==> src/rtl/midi_uart_receiver_pkg.sv <==
// Shared MIDI receive definitions: clock/baud defaults, FSM encoding, status-byte constants, helpers.
// Latency: n/a (declarations only).
// Backpressure: n/a.
package midi_uart_receiver_pkg;

    // Board defaults; the top-level parameters may override them.
    localparam int CLK_HZ_DEFAULT = 50_000_000;
    localparam int BAUD_DEFAULT   = 31_250;

    // The bit counter is sized for 50 MHz / 31250 baud (1600 ticks) and is never allowed to wrap.
    localparam int CNT_W = 11;

    // Status bytes shared with the downstream message processor.
    localparam logic [7:0] MIDI_NOTE_OFF   = 8'h80;
    localparam logic [7:0] MIDI_NOTE_ON    = 8'h90;
    localparam logic [7:0] MIDI_CONTROLLER = 8'hB0;

    // Receiver FSM states, 3-bit encoding.
    typedef enum logic [2:0] {
        ST_IDLE  = 3'd0,
        ST_START = 3'd1,
        ST_DATA  = 3'd2,
        ST_STOP  = 3'd3,
        ST_BREAK = 3'd4
    } rx_state_t;

    // 2-of-3 vote used to reject single-cycle spikes at the sample point.
    function automatic logic maj3(input logic a, input logic b, input logic c);
        return (a & b) | (a & c) | (b & c);
    endfunction

endpackage

==> src/rtl/midi_uart_receiver_rx_sync.sv <==
// Brings MIDI_RX into the clock domain (2 flops) and produces the bit-sampling value.
// Latency: rx_sync 2 clk after the line; rx_sample equals rx_sync, or the majority-voted value under MIDI_RX_MAJORITY_EN.
// Backpressure: none; free-running.
module midi_uart_receiver_rx_sync
    import midi_uart_receiver_pkg::*;
(
    input  logic clk,
    input  logic rst_n,
    input  logic rx_line,
    output logic rx_sync,
    output logic rx_sample
);

    logic rx_meta;

    // Two-flop synchroniser; resets to the idle (high) line level.
    always_ff @(posedge clk) begin
        if (!rst_n) begin
            rx_meta <= 1'b1;
            rx_sync <= 1'b1;
        end else begin
            rx_meta <= rx_line;
            rx_sync <= rx_meta;
        end
    end

`ifdef MIDI_RX_MAJORITY_EN
    // rx_hist[0] is rx_sync one cycle ago, rx_hist[1] two cycles ago. The FSM takes its
    // decision one cycle after the nominal sample point, so the vote is centred on it.
    logic [1:0] rx_hist;

    // Short history of the synchronised line for the 3-tap vote.
    always_ff @(posedge clk) begin
        if (!rst_n) begin
            rx_hist <= 2'b11;
        end else begin
            rx_hist <= {rx_hist[0], rx_sync};
        end
    end

    assign rx_sample = maj3(rx_hist[1], rx_hist[0], rx_sync);
`else
    assign rx_sample = rx_sync;
`endif

endmodule

==> src/rtl/midi_uart_receiver.sv <==
// MIDI 8N1 receiver: recovers bytes from MIDI_RX, 1-cycle strobe per good byte or framing error.
// Latency: 3 + HALF_TICKS + 9*BIT_TICKS clk from MIDI_RX falling to strobe (+1 with MIDI_RX_MAJORITY_EN).
// Backpressure: none; the consumer must accept every strobe. Optional feature macro: MIDI_RX_MAJORITY_EN.
module midi_uart_receiver
    import midi_uart_receiver_pkg::*;
#(
    parameter int CLK_HZ = CLK_HZ_DEFAULT,
    parameter int BAUD   = BAUD_DEFAULT
) (
    input  logic       CLOCK_50,
    input  logic       RESET_N,
    input  logic       MIDI_RX,
    output logic       isByteAvailable,
    output logic [7:0] byteValue,
    output logic       framingError
);

    localparam int BIT_TICKS  = CLK_HZ / BAUD;
    localparam int HALF_TICKS = BIT_TICKS / 2;

`ifdef MIDI_RX_MAJORITY_EN
    // The vote needs the sample after the nominal point, so every decision slips by one clock.
    // Only the start-bit interval is stretched; later bit intervals stay BIT_TICKS long.
    localparam int SAMPLE_DELAY = 1;
`else
    localparam int SAMPLE_DELAY = 0;
`endif

    localparam logic [CNT_W-1:0] START_LAST = CNT_W'(HALF_TICKS - 1 + SAMPLE_DELAY);
    localparam logic [CNT_W-1:0] BIT_LAST   = CNT_W'(BIT_TICKS - 1);

    logic            rx_s;
    logic            rx_sample;
    rx_state_t       state;
    rx_state_t       state_nxt;
    logic [CNT_W-1:0] cnt;
    logic [2:0]      bit_idx;
    logic [7:0]      shift;
    logic            cnt_last;
    logic            shift_en;
    logic            good_byte;
    logic            frame_err;

    midi_uart_receiver_rx_sync u_rx_sync (
        .clk       (CLOCK_50),
        .rst_n     (RESET_N),
        .rx_line   (MIDI_RX),
        .rx_sync   (rx_s),
        .rx_sample (rx_sample)
    );

    // Terminal count: half a bit in START (mid start bit), a full bit elsewhere.
    assign cnt_last = (state == ST_START) ? (cnt == START_LAST) : (cnt == BIT_LAST);

    // State register.
    always_ff @(posedge CLOCK_50) begin
        if (!RESET_N) begin
            state <= ST_IDLE;
        end else begin
            state <= state_nxt;
        end
    end

    // Next-state decode.
    always_comb begin
        state_nxt = state;
        case (state)
            ST_IDLE: begin
                if (!rx_s) state_nxt = ST_START;
            end
            ST_START: begin
                // A start bit that is high again at mid-bit was a glitch.
                if (cnt_last) state_nxt = rx_sample ? ST_IDLE : ST_DATA;
            end
            ST_DATA: begin
                if (cnt_last && (bit_idx == 3'd7)) state_nxt = ST_STOP;
            end
            ST_STOP: begin
                if (cnt_last) state_nxt = rx_sample ? ST_IDLE : ST_BREAK;
            end
            ST_BREAK: begin
                // A held-low line stays here so it reports only one framing error.
                if (rx_s) state_nxt = ST_IDLE;
            end
            default: state_nxt = ST_IDLE;
        endcase
    end

    // Per-state action decode feeding the datapath and output registers.
    always_comb begin
        shift_en  = 1'b0;
        good_byte = 1'b0;
        frame_err = 1'b0;
        case (state)
            ST_DATA: shift_en  = cnt_last;
            ST_STOP: begin
                good_byte = cnt_last & rx_sample;
                frame_err = cnt_last & ~rx_sample;
            end
            default: ;
        endcase
    end

    // Bit-period counter: runs only while framing a byte, cleared at every terminal count.
    always_ff @(posedge CLOCK_50) begin
        if (!RESET_N) begin
            cnt <= '0;
        end else if ((state == ST_IDLE) || (state == ST_BREAK) || cnt_last) begin
            cnt <= '0;
        end else begin
            cnt <= cnt + CNT_W'(1);
        end
    end

    // Data bit index, counts the eight data bits of the current frame.
    always_ff @(posedge CLOCK_50) begin
        if (!RESET_N) begin
            bit_idx <= 3'd0;
        end else if (state != ST_DATA) begin
            bit_idx <= 3'd0;
        end else if (cnt_last) begin
            bit_idx <= bit_idx + 3'd1;
        end
    end

    // Shift register, LSB arrives first so new bits enter at the top.
    always_ff @(posedge CLOCK_50) begin
        if (!RESET_N) begin
            shift <= 8'h00;
        end else if (shift_en) begin
            shift <= {rx_sample, shift[7:1]};
        end
    end

    // Registered outputs: single-cycle strobes, byte value held until the next good byte.
    always_ff @(posedge CLOCK_50) begin
        if (!RESET_N) begin
            isByteAvailable <= 1'b0;
            framingError    <= 1'b0;
            byteValue       <= 8'h00;
        end else begin
            isByteAvailable <= good_byte;
            framingError    <= frame_err;
            if (good_byte) byteValue <= shift;
        end
    end

endmodule

==> config.mk <==
export PLATFORM = sky130hd
export DESIGN_NAME = midi_uart_receiver
export DESIGN_NICKNAME = d
export VERILOG_FILES = /design/src/rtl/midi_uart_receiver_pkg.sv /design/src/rtl/midi_uart_receiver_rx_sync.sv /design/src/rtl/midi_uart_receiver.sv
export SDC_FILE = /design/constraint.sdc
export NUM_CORES = 1
export LEC_CHECK = 0
export ABC_AREA = 1
export CAP_MARGIN = 20
export CORE_MARGIN = 4
export CORE_UTILIZATION = 60
export CTS_CLUSTER_DIAMETER = 150
export DETAILED_ROUTE_END_ITERATION = 10
export GPL_TIMING_DRIVEN = 1
export PLACE_DENSITY = 0.8
export SLEW_MARGIN = 10
export SYNTH_ARGS = -nofsm -noshare
export SYNTH_HDL_FRONTEND = slang
export SYNTH_SLANG_ARGS = --single-unit
==> constraint.sdc <==
create_clock -name CLOCK_50 -period 3.1 [get_ports CLOCK_50]
set_input_delay 0.62 -clock CLOCK_50 [delete_from_list [all_inputs] [get_ports CLOCK_50]]
set_output_delay 0.62 -clock CLOCK_50 [all_outputs]
set_load 0.01 [all_outputs]
==> impl_metrics.ini <==
; generated from flow reports
[status]
status = complete, no violations

[worst_setup_path]
crit_path_cell_trace = ha_1 -> nand4_2 -> nor2_2 -> nand3_4 -> nor3_4 -> inv_2 -> nor2_1 -> nor2_1
max_stage_delay_ns = 0.40
crit_required_ns = 3.34
critPathLaunchType = flip-flop
path_class = reg2reg
crit_path_end_kind = flip-flop
timing.critical_path.mode_cell = nor2_1
reg2reg_slack_ns = 1.03
crit_path_max_fanout = 20
worstPathArrival_ns = 2.30
cpMaxStageDelayCell = nor3_4

[synth]
synth.cell_area_sq_um = 1580
synth.largest_area_cell = dfxtp_1
yosys-stat-cells = 198
syn_avg_cell_area_sq_um = 7.99
synth.ff_latch_count = 37
ys_seq_share_pct = 46.8
yosys.area.top_type_share_pct = 46.8
synthDistinctLibCells = 30
yosys-stat-area_sq_um = 1580
ys.warnings.count = 0
synthCells = 198
synth.net_count = 204
top_cells_by_area = dfxtp_1, nor2_1, nor3_1

[placed_design]
numPortBuffers = 12
weighted_congestion_at_the_end_of_routability_driven_global_placement = 0.826
place.detailed.hpwl_microns = 2120

[floorplanning]
fp_util_pct = 63.3
num_io_pins = 13
core_area_sq_um = 2500
design.die.area_sq_um = 3520
die_height_microns = 59.3
row_count = 18
die_width_microns = 59.3

[finish]
areaGrowthSynthToFinish_pct = 11.1
layout.cells.most_common_list = nor2_1, dfxtp_1, nand2_1, inv_1, nor3_1
antenna_cells = 0
layout.cells.most_common = nor2_1
final_layout_size_suffix_gt1_share_pct = 12.7
final_nets = 218

[sta]
min_period_over_period_pct = 66.7
tightestPinTransition_ns = 0.563
hold_violations = 0
max-slew-margin-rel_pct = 62.3
period_needed_ns = 2.07
maxClockFrequency_mhz = 484
fin_setup_tns_ns = 0
report.final.setup_viol = 0
skew_ns = 0.00485
rsz0062_at_grt = no
final-max-slew-violation-count = 0

[route]
detail_route.vias_per_cell = 5.28
drt_drc = 0
ant_nets = 0
number_of_detailed_routing_iterations_run_before_antenna_repair = 4
first_drt_iteration_drcs = 75

[clocking]
clock_insertion_delay_worst_skew_ns = 0.33
clock_tree.buffer_depth = 2
tritoncts_clock_tree = done
cts_made_buffers = 5
clock_edge_transition_at_the_registers_on_the_reported_setup_and_hold_paths_ns = 0.11
holdBufCountCts = 0
clock_tree.htree_level_count = 2
postCtsSetupRepairBufs = 0
cts.repair.resized = 0
ctsRootBufferMaster = clkbuf_4
numClockSinks = 37

[job]
maxCapViolations = 0
warning_count = 26

[hold_path]
hold_path_class = reg2reg

[global_route]
grt.overflow.total = 0
first_pass_grt_wire_length_microns = 4980
antenna_found_initial = 0
grt_pass1_vias = 1181
largest_net_degree_at_the_start_of_global_routing = 21

[pwr]
pwr_density_cell_nw_per_um2 = 525
report.power.total_w = 0.000923
peakVddDrop_mv = 0.476
static_power_due_to_leakage_nw = 0.723
==> worst paths after layout <==
path / to / startpoint / cells past startpoint
worst max register to register: byteValue[7] / cnt[0] / 8
worst max-delay path: byteValue[7] / cnt[0] / 8
worst min-delay path: u_rx_sync.rx_sample / u_rx_sync.rx_meta / 1
worst min register to register: u_rx_sync.rx_sample / u_rx_sync.rx_meta / 1
==> worst max-delay path, delay by kind of cell (launching register included) <==
family	cells	cell delay, ns
and+or+nand+nor	6	1.23
DFF	1	0.37
adders and majority gates	1	0.21
buffers and inverters	1	0.15
==> sequential cells by signal (all words and copies together), names as in the netlist <==
| register | count |
|---|---|
| isByteAvailable | 1 |
| shift | 8 |
| state | 3 |
| u_rx_sync.rx_sample | 1 |
| cnt | 11 |
| bit_idx | 3 |
| framingError | 1 |
| u_rx_sync.rx_meta | 1 |
| byteValue | 8 |
==> layer usage <==
layer  wire length, microns  GRT usage (%)
met2                   1440           30.3
met1                   1330           22.8
met4                     27           8.74
met3                    119           6.10
met5                      0              0
==> through the flow <==
step	std cells	hold slack (ns)	setup WS, ns	instance area [sq um]	util, %
after detailed placement	235	0.401	0.837	1700	68.2
after CTS	243	0.427	1.01	1760	70.3
after global routing	243	0.449	0.788	1760	70.3
after floorplan	198	0.393	1.57	1580	-
final	243	0.424	1.03	1760	70.3
after global placement	235	0.397	0.910	1700	68.2
==> kinds of logic after synthesis <==
family | after synthesis | synth area share (%)
AND/OR/NAND/NOR | 102 | 32.6
adder cells (fa/ha/maj) | 3 | 2.37
AND-OR/OR-AND | 31 | 11.2
buffers and inverters | 25 | 6.96
flip-flops | 37 | 46.8
==> power breakdown <==
part | total, W | internal, W | switching, W
Combinational | 0.000166 | 0.0000573 | 0.000109
Sequential | 0.000515 | 0.000493 | 0.0000221
Clock | 0.000241 | 0.0000895 | 0.000152
Total | 0.000923 | 0.000640 | 0.000283
==> cells in the mapped netlist <==
cell type  count
nor2_4         1
nand4_2        1
nor3_1        16
a21oi_4        1
nand2_2        2
inv_2          3
a211oi_2       1
nand3_1        8
nor2_1        42
clkbuf_1       1
nor2_2         2
ha_1           3
nor4_2         1
inv_1         17
a21oi_1        9
nand3_2        2
nand4_1        1
nor3_4         1
o21ai_1        4
nand3_4        1
buf_6          2
buf_2          1
buf_1          1
o21ai_0       15
nand2_1       19
and3_1         1
dfxtp_1       37
or2_2          3
nor2_8         1
a21oi_2        1
==> cell type report <==
class / instances / area [sq um]
fillers: 227 / 743
flip-flops and latches: 37 / 741
multi-input cells: 136 / 731
repair buffers: 12 / 120
inverters: 20 / 75.1
clock buffers: 7 / 45.0
well taps: 30 / 37.5
clock inverters: 1 / 7.51
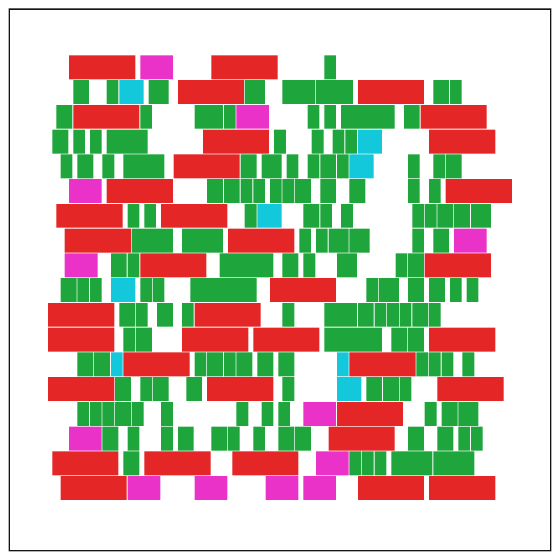
(placement by cell class)
class	colour	cells
registers	red	37
clock drivers and dummy loads	cyan	8
remaining buffers and delay cells	magenta	12
remaining logic cells	green	156

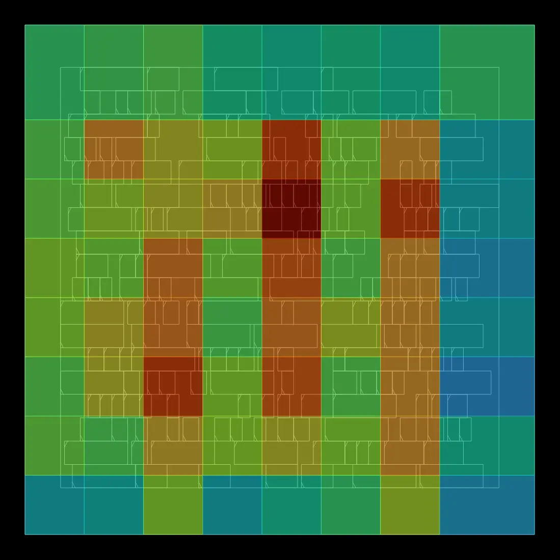
(congestion heat map)
utilization after layout: 70.3%
met3 Resource Use GR: 6.10%
GR Util All Layers: 18.9%
layer with the highest usage after global routing: met2

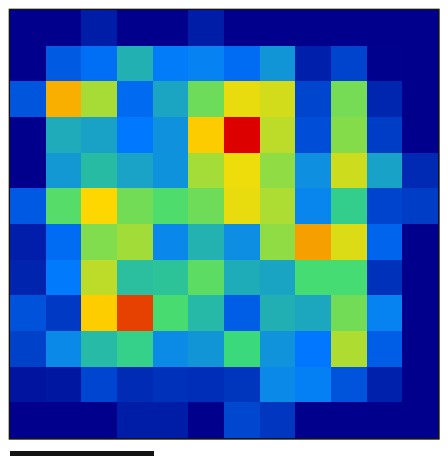
(routed metal per tile)
Bar = 20 microns. 12 x 12 tiles, from dark blue (low) to red (high), scaled to the fullest tile. Values are wire area over tile area, all layers added.
emptiest ninth of the die	top right
tiles over half the peak	24%
nearly empty tiles	21%
mean over tiles	0.13
fullest tile	0.45

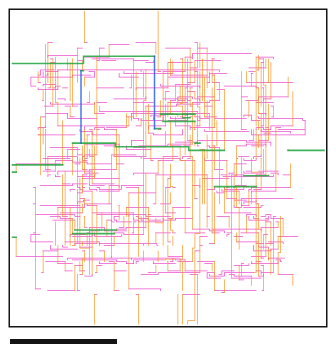
(signal wires by layer)
Bar = 20 microns.
layer	colour	wire length
M3	green	120 microns
M1	magenta	1330 microns
M4	blue	27.2 microns
M2	orange	1440 microns
routed wire length per instance: 12.0 microns
DRT Wirelength: 2920 microns
vias after detailed routing: 1283

Power and IR drop assume default switching activity.
